Figure 1. Cell outlines without signal wires (run 1).
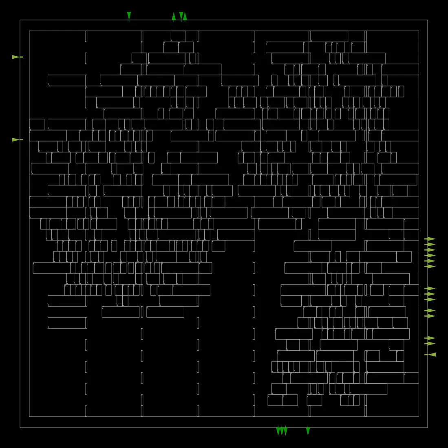
Figure 2. Register map, names as in the netlist (run 1).
The bar under the picture is 20 um long. Other sequential cells in the stronger gray, the rest of the logic in the fainter gray.
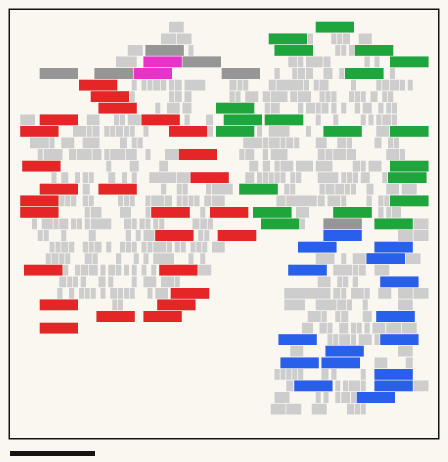
Figure 3. Nets reached from selected ports (run 1).
The bar under the picture is 20 um long.
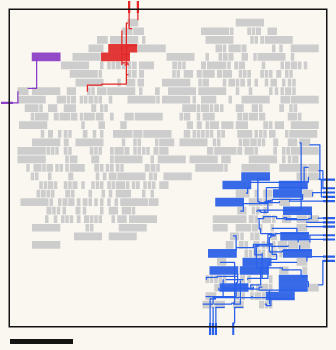
--- src/rtl/cpu_step_ctrl.sv ---
// cpu_step_ctrl: debounced single-step / free-run enable generator for the core
module cpu_step_ctrl #(
  parameter int DEB_BITS    = 20,
  parameter int RUN_DIV     = 26,
  parameter int SYNC_STAGES = 2,
  parameter int CNT_W       = 16
) (
  input  logic             clk,
  input  logic             reset,
  input  logic             btn_step,
  input  logic             sw_run,
  input  logic             halt,
  output logic             cpu_en,
  output logic [1:0]       mode,
  output logic [CNT_W-1:0] step_cnt
);
  typedef enum logic [1:0] {STEP = 2'b00, RUN = 2'b01, HALTED = 2'b10} state_t;
  state_t                 state_q, state_d;
  logic [SYNC_STAGES-1:0] btn_sync_q, btn_sync_d, run_sync_q, run_sync_d;
  logic [DEB_BITS-1:0]    deb_q, deb_d;
  logic [RUN_DIV-1:0]     div_q, div_d;
  logic [CNT_W-1:0]       cnt_q, cnt_d;
  logic                   stable_q, stable_d, en_q, en_d;
  logic                   btn_s, run_s, press, tick;
  assign btn_s    = btn_sync_q[SYNC_STAGES-1];
  assign run_s    = run_sync_q[SYNC_STAGES-1];
  assign cpu_en   = en_q;
  assign mode     = state_q;
  assign step_cnt = cnt_q;
  always_comb begin
    btn_sync_d = {btn_sync_q[SYNC_STAGES-2:0], btn_step};
    run_sync_d = {run_sync_q[SYNC_STAGES-2:0], sw_run};
    deb_d      = (btn_s == stable_q || &deb_q) ? '0 : deb_q + 1'b1;
    stable_d   = (btn_s != stable_q && &deb_q) ? btn_s : stable_q;
    press      = stable_d & ~stable_q;
    div_d      = div_q + 1'b1;
    tick       = div_q == '0;
    state_d    = state_q;
    en_d       = 1'b0;
    case (state_q)
      STEP:    if (run_s) state_d = RUN; else en_d = press;
      RUN:     if (!run_s) state_d = STEP; else if (halt) state_d = HALTED; else en_d = tick;
      default: if (!run_s) state_d = STEP;
    endcase
    cnt_d = cnt_q + CNT_W'(en_d);
  end
  always_ff @(posedge clk or negedge reset) begin
    if (!reset) begin
      btn_sync_q <= '0;
      run_sync_q <= '0;
      deb_q      <= '0;
      stable_q   <= 1'b0;
      div_q      <= '0;
      cnt_q      <= '0;
      en_q       <= 1'b0;
      state_q    <= STEP;
    end else begin
      btn_sync_q <= btn_sync_d;
      run_sync_q <= run_sync_d;
      deb_q      <= deb_d;
      stable_q   <= stable_d;
      div_q      <= div_d;
      cnt_q      <= cnt_d;
      en_q       <= en_d;
      state_q    <= state_d;
    end
  end
endmodule

--- config.mk ---
export PLATFORM = sky130hd
export DESIGN_NAME = cpu_step_ctrl
export DESIGN_NICKNAME = d
export VERILOG_FILES = /design/src/rtl/cpu_step_ctrl.sv
export SDC_FILE = /design/constraint.sdc
export NUM_CORES = 1
export LEC_CHECK = 0
export ABC_AREA = 1
export CAP_MARGIN = 10
export CORE_MARGIN = 2
export CORE_UTILIZATION = 39
export CTS_CLUSTER_DIAMETER = 60
export DETAILED_ROUTE_END_ITERATION = 6
export PLACE_DENSITY = 0.65
export SYNTH_ARGS = -nofsm -noshare
export SYNTH_HDL_FRONTEND = slang
export SYNTH_SLANG_ARGS = --single-unit
--- constraint.sdc ---
create_clock -name clk -period 3.2 [get_ports clk]
set_input_delay 0.64 -clock clk [delete_from_list [all_inputs] [get_ports clk]]
set_output_delay 0.64 -clock clk [all_outputs]
set_load 0.02 [all_outputs]
==> metrics.yaml, run 1 <==
status:
  status: "complete, no violations"
cells_and_area:
  largest_class: "sequential cells"
  seq_area_mm2: 0.00175
  layout_top_cell: "nand2_1"
  nMultiInputCombCells: 322
  drive_above_1_share_pct: 9.30
  final_cell_mix: "nand2_1 (121), dfrtp_1 (70), nor2_1 (66)"
  comb_share_pct: 39.8
  nClkBuffers: 10
cts:
  cts-resized-gates: 0
  cts_sinks: 70
setup_path:
  crit_type: "flop to flop"
  path_max_fanout: 5
  required_ps: 3440
  crit_start: "deb_q[0]$_DFF_PN0_"
  r2r_end: "step_cnt[14]$_DFF_PN0_"
  cp-start-kind: "flop"
  reg2reg_depth: 16
drt:
  wl_met1_mm: 3.39
  drt-initial-drc-count: 88
  drc: 0
  topRoutingLayerUsed: "met4"
  wl_mm: 6.98
  wl_met2_mm: 3.25
  routedWlPerCell_um: 11.7
floorplan:
  ios: 24
  fp_util_pct: 39.8
power_and_ir_drop:
  sw_frac_of_total_pct: 22.6
  p_clk_share_pct: 41.9
  p_sw_w: 0.000369
  powerDensity_mw_per_mm2: 390
global_routing:
  globalRouteMet2Util_pct: 25.5
  grt_overflow: 0
sta:
  max-slew-margin-rel_pct: 57.6
  rsz0062_at_grt: "no"
  skew_ps: 11.0
  setup_ws_ps: 457
yosys:
  synth_nets: 455
  syn_inst: 445
  ys_async_sr_fraction_pct: 100
  ys_seq_share_pct: 48.1
  yosysTopAreaCellShare_pct: 48.1
  ys_sh_mux_pct: 0
  yosys_area_mm2: 0.00364
placed_design:
  place.gp.congestion: 0.920
Notes on Figure 1 above:
fillers: 888
Flops: 70
Non-Filler Instances: 595
row count: 35
tap cells: 111

Notes on Figure 2 above:
name in the netlist	color	sequential cells
step_cnt	blue	16
div_q	red	26
mode	magenta	2
deb_q	green	20

Notes on Figure 3 above:
port	color	bits	direction	edge	end cells	buffers	wire
mode	red	2	output	north	2	2	64.2 um
step_cnt	blue	16	output	12 east, 4 south	16	16	608 um
sw_run	purple	1	input	west	1	1	17.9 um

--- run 2 (diff from run 1) ---
--- a/config.mk
+++ b/config.mk
@@ -7,11 +7,13 @@
 export LEC_CHECK = 0
 export ABC_AREA = 1
 export CAP_MARGIN = 10
+export CORE_ASPECT_RATIO = 1.75
 export CORE_MARGIN = 2
-export CORE_UTILIZATION = 39
+export CORE_UTILIZATION = 40
 export CTS_CLUSTER_DIAMETER = 60
 export DETAILED_ROUTE_END_ITERATION = 6
-export PLACE_DENSITY = 0.65
+export PLACE_DENSITY = 0.66
+export SLEW_MARGIN = 20
 export SYNTH_ARGS = -nofsm -noshare
 export SYNTH_HDL_FRONTEND = slang
 export SYNTH_SLANG_ARGS = --single-unit
Figure 4. Nets reached from selected ports (run 2).
The bar under the picture is 20 um long.
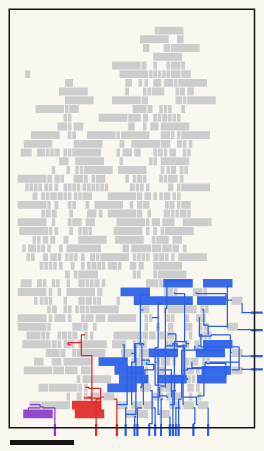
port	color	bits	direction	edge	end cells	buffers	wire
mode	red	2	output	south	2	2	74.0 um
sw_run	purple	1	input	south	1	1	20.5 um
step_cnt	blue	16	output	12 south, 4 east	16	16	648 um

==> metrics.yaml, run 2 <==
power_and_ir_drop:
  powerDensity_mw_per_mm2: 454  # +17%
  p_clk_share_pct: 51.4  # +9.5 points
  sw_frac_of_total_pct: 22.6  # +0.040 points
yosys:
  ys_seq_share_pct: 48.1  # unchanged
  ys_async_sr_fraction_pct: 100  # unchanged
  yosys_area_mm2: 0.00364  # unchanged
  yosysTopAreaCellShare_pct: 48.1  # unchanged
  ys_sh_mux_pct: 0  # unchanged
drt:
  routedWlPerCell_um: 12.9  # +10%
  wl_met2_mm: 4.55  # +40%
  wl_met1_mm: 2.89  # -15%
  wl_mm: 7.82  # +12%
  drc: 0  # unchanged
  drt-initial-drc-count: 132  # +50%
  topRoutingLayerUsed: "met4"
sta:
  max-slew-margin-rel_pct: 59.7  # +2.2 points
  skew_ps: 8.65  # -2.38 ps
  rsz0062_at_grt: "no"
setup_path:
  required_ps: 3430  # about the same
  reg2reg_depth: 16  # unchanged
  crit_start: "deb_q[0]$_DFF_PN0_"
  crit_type: "flop to flop"
  path_max_fanout: 5  # unchanged
  cp-start-kind: "flop"
  r2r_end: "step_cnt[14]$_DFF_PN0_"
floorplan:
  ios: 24  # unchanged
  fp_util_pct: 40.5  # +0.77 points
  rows: 46  # +31%
  nWellTaps: 120  # +8.1%
cells_and_area:
  drive_above_1_share_pct: 9.69  # +0.39 points
  nClkBuffers: 9  # -1
  final_cell_mix: "nand2_1 (121), dfrtp_1 (70), nor2_1 (66)"
  flops: 70  # unchanged
  seq_area_mm2: 0.00175  # unchanged
  nFillCells: 884  # -0.45%
  instances_no_fill: 605  # +1.7%
global_routing:
  globalRouteMet2Util_pct: 33.7  # +8.1 points
status:
  status: "complete, no violations"
cts:
  cts-resized-gates: 0  # unchanged
placed_design:
  place.gp.congestion: 0.904  # -1.8%
Figure 5. Placement density heat map (run 2).
The bar under the picture is 20 um long. The die is cut into 8 by 13 equal tiles; white is low, dark blue is high, 0 to 100% covered.
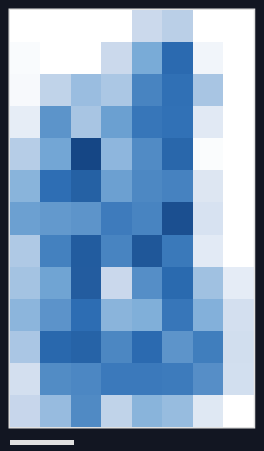
fullest tile	91%
tiles over 75% full	13%
mean over tiles	42%
nearly empty tiles	15%
emptiest ninth of the die	north-west

--- run 3 (diff from run 2) ---
--- a/config.mk
+++ b/config.mk
@@ -8,7 +8,7 @@
 export ABC_AREA = 1
 export CAP_MARGIN = 10
 export CORE_ASPECT_RATIO = 1.75
-export CORE_MARGIN = 2
+export CORE_MARGIN = 8
 export CORE_UTILIZATION = 40
 export CTS_CLUSTER_DIAMETER = 60
 export DETAILED_ROUTE_END_ITERATION = 6
Figure 6. Supply network (run 3).
The bar under the picture is 20 um long. Pins as bars on the die edge. Tap cells in gray.
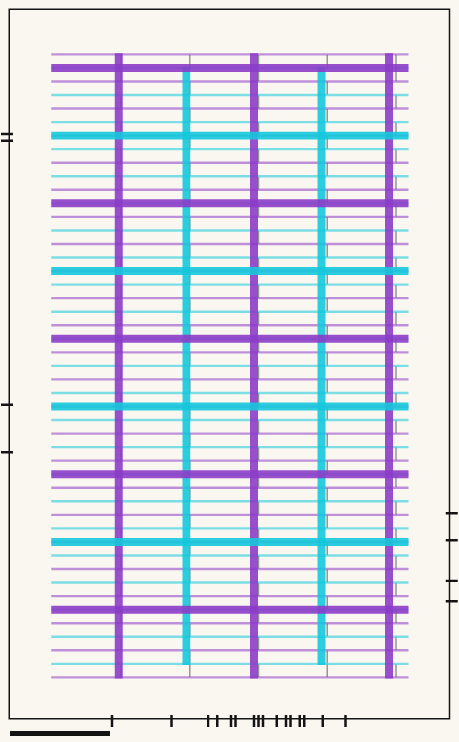
net	color
VSS	purple
VDD	cyan
tap cells	120
met4 straps	5
signal pins	24
met5 straps	9
rows	46

==> metrics.yaml, run 3 <==
floorplan:
  rows: 46  # unchanged
  ios: 24  # unchanged
  nWellTaps: 120  # unchanged
cells_and_area:
  flops: 70  # unchanged
  drive_above_1_share_pct: 9.48  # -0.21 points
  final_cell_mix: "nand2_1 (121), dfrtp_1 (70), nor2_1 (66)"
  nClkBuffers: 10  # +1
drt:
  topRoutingLayerUsed: "met4"
  wl_met1_mm: 2.98  # +3.2%
  wl_mm: 7.80  # -0.24%
  drc: 0  # unchanged
setup_path:
  path_max_fanout: 5  # unchanged
  required_ps: 3420  # about the same
  r2r_end: "step_cnt[14]$_DFF_PN0_"
  cp-start-kind: "flop"
  crit_type: "flop to flop"
  crit_start: "deb_q[0]$_DFF_PN0_"
sta:
  skew_ps: 9.24  # +0.597 ps
  rsz0062_at_grt: "no"
power_and_ir_drop:
  powerDensity_mw_per_mm2: 437  # -3.9%
  sw_frac_of_total_pct: 23.1  # +0.51 points
status:
  status: "complete, no violations"
placed_design:
  place.gp.congestion: 0.966  # +7.0%
cts:
  cts-resized-gates: 0  # unchanged
Figure 7. Nets reached from selected ports (run 3).
The bar under the picture is 20 um long.
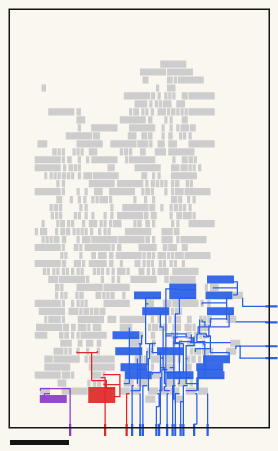
port	color	bits	direction	edge	end cells	buffers	wire
mode	red	2	output	south	2	2	78.5 um
sw_run	purple	1	input	south	1	1	27.1 um
step_cnt	blue	16	output	12 south, 4 east	16	16	716 um

